**src/rtl/lut_neuron_loader_pkg.sv**
```systemverilog
`default_nettype none
// lut_neuron_loader_pkg: shared FSM state encoding and default sizes for the LUT neuron loader.
// ST_CHECK exists only when LUT_CHECKSUM_EN is defined.
package lut_neuron_loader_pkg;

  localparam int DEF_IN_BITS  = 4;
  localparam int DEF_OUT_BITS = 2;

  typedef enum logic [1:0] {
    ST_EMPTY = 2'd0,
    ST_LOAD  = 2'd1,
    ST_RUN   = 2'd2
`ifdef LUT_CHECKSUM_EN
    ,
    ST_CHECK = 2'd3
`endif
  } lut_state_t;

endpackage
`default_nettype wire

```
**src/rtl/lut_neuron_ram.sv**
```systemverilog
`default_nettype none
// lut_neuron_ram: distributed-style table, one write port, one registered read port.
// Only the read register is reset; the array contents survive reset.
module lut_neuron_ram #(
  parameter int ADDR_BITS = 4,
  parameter int DATA_BITS = 2
) (
  input  logic                 clk,
  input  logic                 rst_n,
  input  logic                 wr_en,
  input  logic [ADDR_BITS-1:0] wr_addr,
  input  logic [DATA_BITS-1:0] wr_data,
  input  logic                 rd_en,
  input  logic [ADDR_BITS-1:0] rd_addr,
  output logic [DATA_BITS-1:0] rd_data
);

  logic [DATA_BITS-1:0] mem [0:(2**ADDR_BITS)-1];

  always_ff @(posedge clk) begin
    if (wr_en) mem[wr_addr] <= wr_data;
  end

  // Holds its last value between reads so the result stays stable while out_valid is low.
  always_ff @(posedge clk) begin
    if (!rst_n)     rd_data <= '0;
    else if (rd_en) rd_data <= mem[rd_addr];
  end

endmodule
`default_nettype wire

```
**src/rtl/lut_neuron_loader.sv**
```systemverilog
`default_nettype none
// lut_neuron_loader: streams a 2**IN_BITS-entry table in, then serves one lookup per cycle.
// Define LUT_CHECKSUM_EN to require a trailing XOR checksum beat before the table is usable.
module lut_neuron_loader
  import lut_neuron_loader_pkg::*;
#(
  parameter int IN_BITS  = DEF_IN_BITS,
  parameter int OUT_BITS = DEF_OUT_BITS
) (
  input  logic                clk,
  input  logic                rst_n,
  input  logic                cfg_start,
  input  logic                cfg_valid,
  input  logic [OUT_BITS-1:0] cfg_data,
  output logic                cfg_ready,
  output logic                loaded,
  input  logic                in_valid,
  input  logic [IN_BITS-1:0]  in_data,
  output logic                in_ready,
  output logic                out_valid,
  output logic [OUT_BITS-1:0] out_data,
  output logic                cfg_err
);

  localparam logic [IN_BITS:0] LAST_ADDR = (IN_BITS+1)'((2**IN_BITS) - 1);
  localparam logic [IN_BITS:0] ONE       = (IN_BITS+1)'(1);

  lut_state_t       state;
  logic [IN_BITS:0] count;
  logic             wr_en;
  logic             rd_en;

`ifdef LUT_CHECKSUM_EN
  logic [OUT_BITS-1:0] csum;
  logic                err_q;

  assign cfg_ready = (state == ST_LOAD) || (state == ST_CHECK);
  assign cfg_err   = err_q;
`else
  assign cfg_ready = (state == ST_LOAD);
  assign cfg_err   = 1'b0;
`endif

  // A start pulse wins over any concurrent load beat or lookup.
  assign in_ready = (state == ST_RUN) && !cfg_start;
  assign rd_en    = in_valid && in_ready;
  assign wr_en    = cfg_valid && (state == ST_LOAD) && !cfg_start;

  always_ff @(posedge clk) begin
    if (!rst_n) begin
      state     <= ST_EMPTY;
      count     <= '0;
      loaded    <= 1'b0;
      out_valid <= 1'b0;
`ifdef LUT_CHECKSUM_EN
      csum      <= '0;
      err_q     <= 1'b0;
`endif
    end else begin
      out_valid <= rd_en;
      if (cfg_start) begin
        state  <= ST_LOAD;
        count  <= '0;
        loaded <= 1'b0;
`ifdef LUT_CHECKSUM_EN
        csum   <= '0;
        err_q  <= 1'b0;
`endif
      end else begin
        case (state)
          ST_LOAD: begin
            if (cfg_valid) begin
              count <= count + ONE;
`ifdef LUT_CHECKSUM_EN
              csum  <= csum ^ cfg_data;
              if (count == LAST_ADDR) state <= ST_CHECK;
`else
              if (count == LAST_ADDR) begin
                state  <= ST_RUN;
                loaded <= 1'b1;
              end
`endif
            end
          end
`ifdef LUT_CHECKSUM_EN
          ST_CHECK: begin
            if (cfg_valid) begin
              if (cfg_data == csum) begin
                state  <= ST_RUN;
                loaded <= 1'b1;
              end else begin
                state <= ST_EMPTY;
                err_q <= 1'b1;
              end
            end
          end
`endif
          default: ;
        endcase
      end
    end
  end

  lut_neuron_ram #(
    .ADDR_BITS (IN_BITS),
    .DATA_BITS (OUT_BITS)
  ) u_ram (
    .clk     (clk),
    .rst_n   (rst_n),
    .wr_en   (wr_en),
    .wr_addr (count[IN_BITS-1:0]),
    .wr_data (cfg_data),
    .rd_en   (rd_en),
    .rd_addr (in_data),
    .rd_data (out_data)
  );

endmodule
`default_nettype wire
```
**config.mk**
```make
export PLATFORM = sky130hd
export DESIGN_NAME = lut_neuron_loader
export DESIGN_NICKNAME = d
export VERILOG_FILES = /design/src/rtl/lut_neuron_loader_pkg.sv /design/src/rtl/lut_neuron_ram.sv /design/src/rtl/lut_neuron_loader.sv
export SDC_FILE = /design/constraint.sdc
export NUM_CORES = 1
export LEC_CHECK = 0
export ABC_CLOCK_PERIOD_IN_PS = 1200
export CORE_UTILIZATION = 50
export DETAILED_ROUTE_END_ITERATION = 10
export PLACE_DENSITY = 0.85
export SYNTH_ARGS = -nofsm -noshare
export SYNTH_HDL_FRONTEND = slang
export SYNTH_SLANG_ARGS = --single-unit
```
**constraint.sdc**
```tcl
create_clock -name clk -period 1.2 [get_ports clk]
set_input_delay 0.18 -clock clk [delete_from_list [all_inputs] [get_ports clk]]
set_output_delay 0.18 -clock clk [all_outputs]
set_load 0.05 [all_outputs]
```
Fig. 1: run 1, where the registers sit
Scale: 8 px per micron.
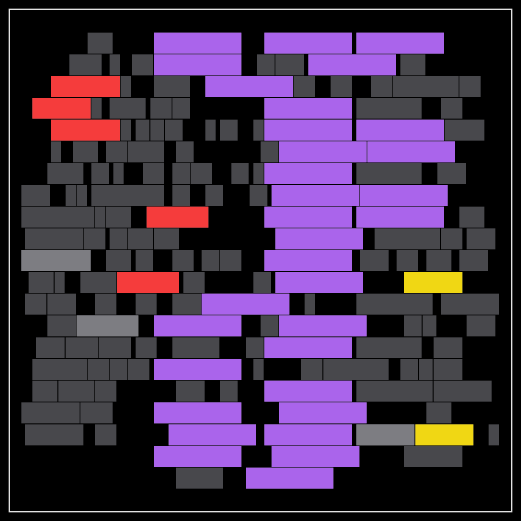
Purple stands for u_ram.mem, flops 32. Yellow stands for u_ram.rd_data, flops 2. Red stands for count, flops 5, where top left.
Another 3 sequential cells are not colored.

Fig. 2: run 1, a small window of the routed layout
Window x 37 to 57, y 6 to 26 microns. Cells in gray, sequential cells in the stronger gray; small squares are vias.
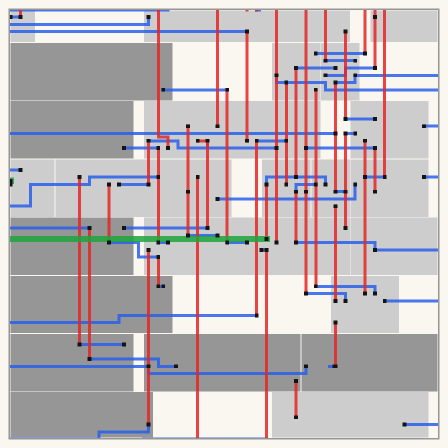
Blue stands for metal 1. Green stands for metal 3. Red stands for metal 2.
Most frequent: edfxtp_1 (6). Netlist names of flops here include u_ram.mem (6). 23 logic cells have their middle in the window. Sequential cells in the window: 8.

==> notes.md, run 1 <==
run metrics: status=finished, violations left, failing checks=negative setup slack, Post-Syn Area per Cell=14.3 sq um, Synth flops=42, worst vdd ir=0.660 mV, grt peak-use layer=met2, Final Hold Vio Count=0, top flop regs=u_ram.mem: 32 flops, count: 5 flops, Syn Std Cell Area=0.00184 sq mm, metal2 WL=between 1500 and 2000 microns, Die Y=62.6 microns, FF-to-FF End=u_ram.mem[0][1], register share after synthesis=0.632, Total Neg Setup Slack=-4990 ps, mux contribution to synthesized area=0.132, main logic family after synthesis=multiplexers, DRT met1 WL=1390 microns, Synth top cells by count=edfxtp_1, nor2_1, dfxtp_1, DPL Wire Length=2600 microns, Non-clk bufs=36, Top Layout Cells=edfxtp_1, buf_4, nor2_2, critical path depth in cells=3, Worst Hold Depth=2, CP Capture Type=flip-flop, Warnings, synthesis=0, slowest CP cell=and4bb_2, seq pwr=1.56 mW, pre-CTS setup slack=-640 ps, Post-DP Area=0.00226 sq mm, synthesis area per yosys=0.00184 sq mm, clock transition at the registers of the reported paths=120 ps, Largest type area fraction=0.523, R2R depth=3, antenna viol nets, final=0, most numerous logic cell after layout=edfxtp_1, First-pass DRT Iterations=4, Inst Count DP=201, core area=0.00342 sq mm, Clk network pwr share=0.269, Tapcells=46, Setup crit start=state[1], layout cells sized above 1=0.491, Routed WL=3480 microns, Final setup viols=43, Unique cell types=30, clk buf depth=2, CTS Hold Buffers Added=0, worst r2r src=state[1], fillers=234, flop share of the area=0.485, clk sink count=42, fin nets=180, Clock Root Buffer=clkbuf_4, hold wc startpoint=count[3], ANT cells=0, Pleak=0.809 nW, setup ws final=-179 ps, area grow syn2layout=32.2%, part of the power in registers=0.644, Inverters=4, P_sw=0.541 mW, Top Metal Used=met4, routed vias/inst=5.30, FP Core Util=0.538
Fig. 3: run 1, track usage over the die
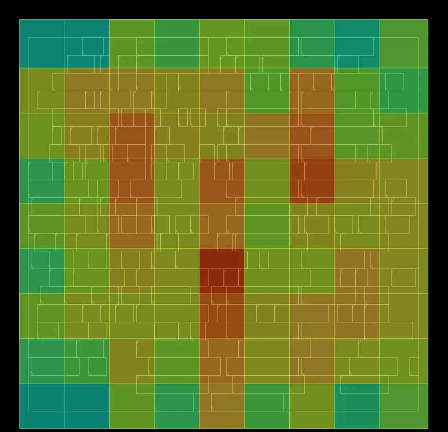
met3 Use GR: 0.0493
M2 GR Usage: 0.348
Final Util: 0.711

==> inputs of run 2 (changes only) <==
--- a/config.mk
+++ b/config.mk
@@ -6,9 +6,10 @@
 export NUM_CORES = 1
 export LEC_CHECK = 0
 export ABC_CLOCK_PERIOD_IN_PS = 1200
-export CORE_UTILIZATION = 50
+export CORE_UTILIZATION = 35
+export CTS_CLUSTER_SIZE = 30
 export DETAILED_ROUTE_END_ITERATION = 10
-export PLACE_DENSITY = 0.85
+export PLACE_DENSITY = 0.66
 export SYNTH_ARGS = -nofsm -noshare
 export SYNTH_HDL_FRONTEND = slang
 export SYNTH_SLANG_ARGS = --single-unit
Fig. 4: run 2, track usage over the die
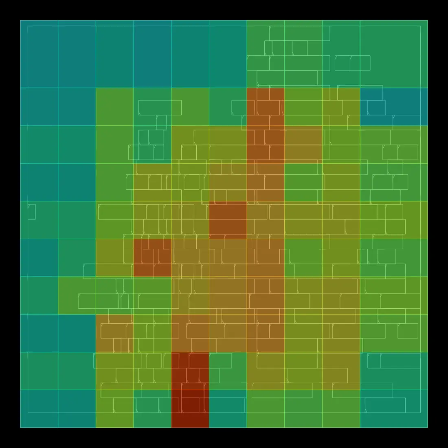
Avg WL per Cell: 14.7 microns
Final Util: 0.519

==> run 2 against run 1 <==
Net effect: the flow still finishes with violations (negative setup slack); synthesized area did not move; clock power rose by 67%; non-clock buffer count rose by 3; sequential power barely moved; utilization fell by 19 points; highest routed layer unchanged; critical endpoint unchanged.
==> notes.md, run 2 <==
run metrics: clock transition at the registers of the reported paths=80 ps (-40 ps), DRT met1 WL=1440 microns (+3.4%), Inst Count DP=224 (+11%), layout cells sized above 1=0.524 (+0.0329), slowest CP cell=dfxtp_4, mux contribution to synthesized area=0.132 (unchanged), Setup crit start=state[1], routed vias/inst=4.67 (-12%), FP Core Util=0.362 (-0.176), critical path depth in cells=3 (unchanged), Pleak=0.874 nW (+8.0%), Routability Congestion=0.716, worst vdd ir=0.508 mV (-23%), M2 GR Usage=0.250 (-0.0976), main logic family after synthesis=multiplexers, Unique cell types=30 (unchanged), R2R depth=3 (unchanged), failing checks=negative setup slack, setup ws final=-138 ps (+41.7 ps), DPL Wire Length=2450 microns (-5.8%), part of the power in registers=0.542 (-0.102), Top Layout Cells=edfxtp_1, buf_4, nand2_2, nor2_4, clkdlybuf4s50_1, metal2 WL=1890 microns (+0.48%), seq pwr=1.56 mW (about the same), met3 Use GR=0.0285 (-0.0208), Syn Std Cell Area=0.00184 sq mm (unchanged), most numerous logic cell after layout=edfxtp_1, Final setup viols=42 (-2.3%), synthesis area per yosys=0.00184 sq mm (unchanged), Clock Root Buffer=clkbuf_8, area grow syn2layout=43.3%, Total Neg Setup Slack=-3460 ps (+1520 ps), Post-DP Area=0.00229 sq mm (+0.99%), CTS Hold Buffers Added=0 (unchanged), fin. max-slew vios=0, clk sink count=42 (unchanged), worst r2r src=state[1], antenna viol nets, final=0 (unchanged), FF-to-FF End=u_ram.mem[0][1], hold wc startpoint=cfg_start, Synth flops=42 (unchanged), Post-Syn Area per Cell=14.3 sq um (unchanged), Top Metal Used=met4, First-pass DRT Iterations=4 (unchanged), Largest type area fraction=0.523 (unchanged), pre-CTS setup slack=-604 ps (+35.9 ps), Synth top cells by count=edfxtp_1, nor2_1, dfxtp_1, fin nets=183 (+1.7%), Die Y=74.4 microns (+19%), Clk network pwr share=0.379 (+0.110), clk buf depth=2 (unchanged), register share after synthesis=0.632 (unchanged), status=finished, violations left, core area=0.00507 sq mm (+49%), flop share of the area=0.447 (-0.0378), top flop regs=u_ram.mem: 32 flops, count: 5 flops, Non-clk bufs=39 (+8.3%), Worst Hold Depth=3 (+1), Inverters=4 (unchanged), grt peak-use layer=met2, Tapcells=70 (+52%), P_sw=0.583 mW (+7.8%)
Fig. 5: run 2, where the registers sit
Scale: 6 px per micron.
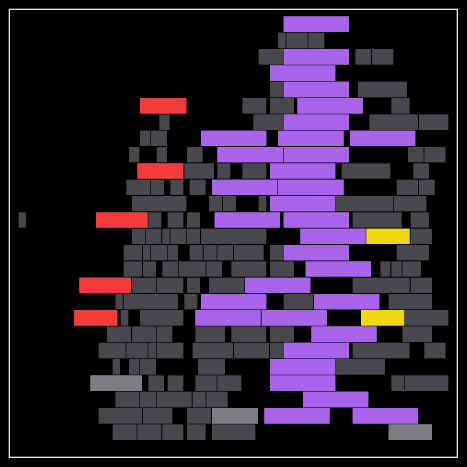
Purple stands for u_ram.mem, flops 32. Yellow stands for u_ram.rd_data, flops 2. Red stands for count, flops 5, where left middle.
Another 3 sequential cells are not colored.

==> inputs of run 3 (changes only) <==
--- a/config.mk
+++ b/config.mk
@@ -6,10 +6,13 @@
 export NUM_CORES = 1
 export LEC_CHECK = 0
 export ABC_CLOCK_PERIOD_IN_PS = 1200
+export CAP_MARGIN = 20
 export CORE_UTILIZATION = 35
 export CTS_CLUSTER_SIZE = 30
 export DETAILED_ROUTE_END_ITERATION = 10
 export PLACE_DENSITY = 0.66
+export REMOVE_ABC_BUFFERS = 1
+export SKIP_CTS_REPAIR_TIMING = 1
 export SYNTH_ARGS = -nofsm -noshare
 export SYNTH_HDL_FRONTEND = slang
 export SYNTH_SLANG_ARGS = --single-unit
Fig. 6: run 3, track usage over the die
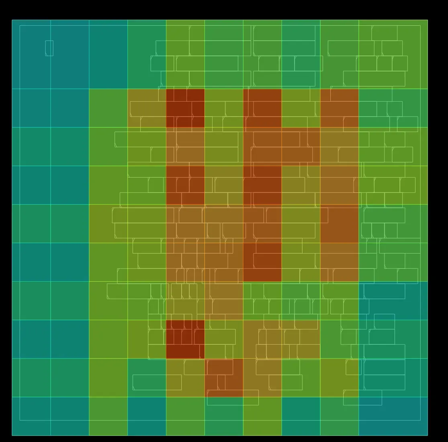
Final Util: 0.511
gr usage total: 0.137
met3 Use GR: 0.0501
met1 Usage GRT: 0.167
Avg WL per Cell: 16.6 microns

==> run 3 against run 2 <==
Net effect: the flow still finishes with violations (negative setup slack); clock-buffer cell count down 1; sequential share of layout area rose by 0.62 points; sequential cell count unchanged; sequential power about the same; die size did not move; synthesized cell count unchanged; largest cell class unchanged; largest power group unchanged.
==> notes.md, run 3 <==
run metrics: Pleak=0.864 nW (-1.2%), Logic area=808 sq um, hold endpoint=state[0], Power Density=1110 mW/mm^2, Unique cell types=30 (unchanged), part of the power in registers=0.543 (about the same), core area=0.00507 sq mm (unchanged), hold wc startpoint=cfg_start, number of CTS-inserted buffers=5, flop share of the area=0.453 (+0.00615), CP Cell Sequence=and4bb_4 -> buf_12 -> nand2_8 -> nor3_4, worst r2r src=state[1], Synth top cells by count=edfxtp_1, nor2_1, dfxtp_1, register share after synthesis=0.632 (unchanged), Routability Congestion=0.813 (+14%), Top Layout Cells=edfxtp_1, buf_4, nor2_4, Non-clk bufs=35 (-10%), worst vdd ir=0.499 mV (-1.8%), pre-CTS setup slack=-638 ps (-34.1 ps), Inst Count DP=223 (-0.45%), fin crit share=1.16, antenna viol nets, final=0 (unchanged), mux contribution to synthesized area=0.132 (unchanged), Fmax=720 MHz, metal2 WL=2000 microns (+5.9%), Clk network pwr share=0.382 (+0.003), layout cells sized above 1=0.476 (-0.0482), failing checks=negative setup slack, P_sw=0.593 mW (+1.8%), fin. max-slew vios=0 (unchanged), status=finished, violations left, Clock Root Buffer=clkbuf_8, top flop regs=u_ram.mem: 32 flops, count: 5 flops, grt peak-use layer=met2, tool warning count=29, Inverters=4 (unchanged), Total Neg Setup Slack=-3270 ps (+196 ps), DPL Wire Length=2660 microns (+8.4%), First-pass DRT Iterations=4 (unchanged), Top Metal Used=met4, clk sink count=42 (unchanged), M2 GR Usage=0.222 (-0.0280), Die Y=74.4 microns (unchanged), Post-Syn Area per Cell=14.3 sq um (unchanged), Tapcells=70 (unchanged), Post-DP Area=0.00222 sq mm (-3.0%), first-pass GRT wire length=5290 microns, Largest type area fraction=0.523 (unchanged), synthesis area per yosys=0.00184 sq mm (unchanged), Worst Hold Depth=3 (unchanged), clock transition at the registers of the reported paths=80 ps (about the same), Synth flops=42 (unchanged), largest net degree at the start of global routing=17, DRT met1 WL=1600 microns (+11%), xor/xnor share=0, FF-to-FF End=u_ram.mem[2][1], FP Core Util=0.362 (unchanged), Final setup viols=32 (-24%), Syn Std Cell Area=0.00184 sq mm (unchanged), main logic family after synthesis=multiplexers, Worst EP arrival=1390 ps, Worst Path Required=1200 ps, fin nets=179 (-2.2%), critical path depth in cells=4 (+1), R2R depth=4 (+1), slowest CP cell=and4bb_4, area grow syn2layout=41.1%, Comb/total area=0.312, routed vias/inst=5.05 (+8.1%), Setup crit start=state[1], CP Max Fanout=4, initial antenna violation count=0, clk buf depth=2 (unchanged), seq pwr=1.57 mW (about the same), 1st-iter DRT viols=82, Post-synth ARST share=0, post-synthesis simple-gate area fraction=0.120, most numerous logic cell after layout=edfxtp_1, setup ws final=-189 ps (-50.8 ps)
Fig. 7: run 3, M4 wires
Scale: 4 px per micron. Cells faint in the background.
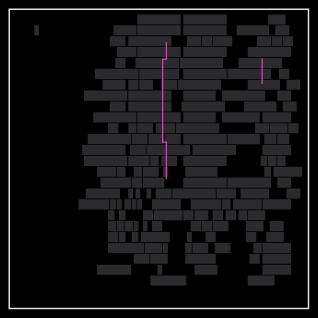
The wires run mostly vertical. The longest straight run is 20.7 microns.

Power is estimated from default activity; no workload was simulated.
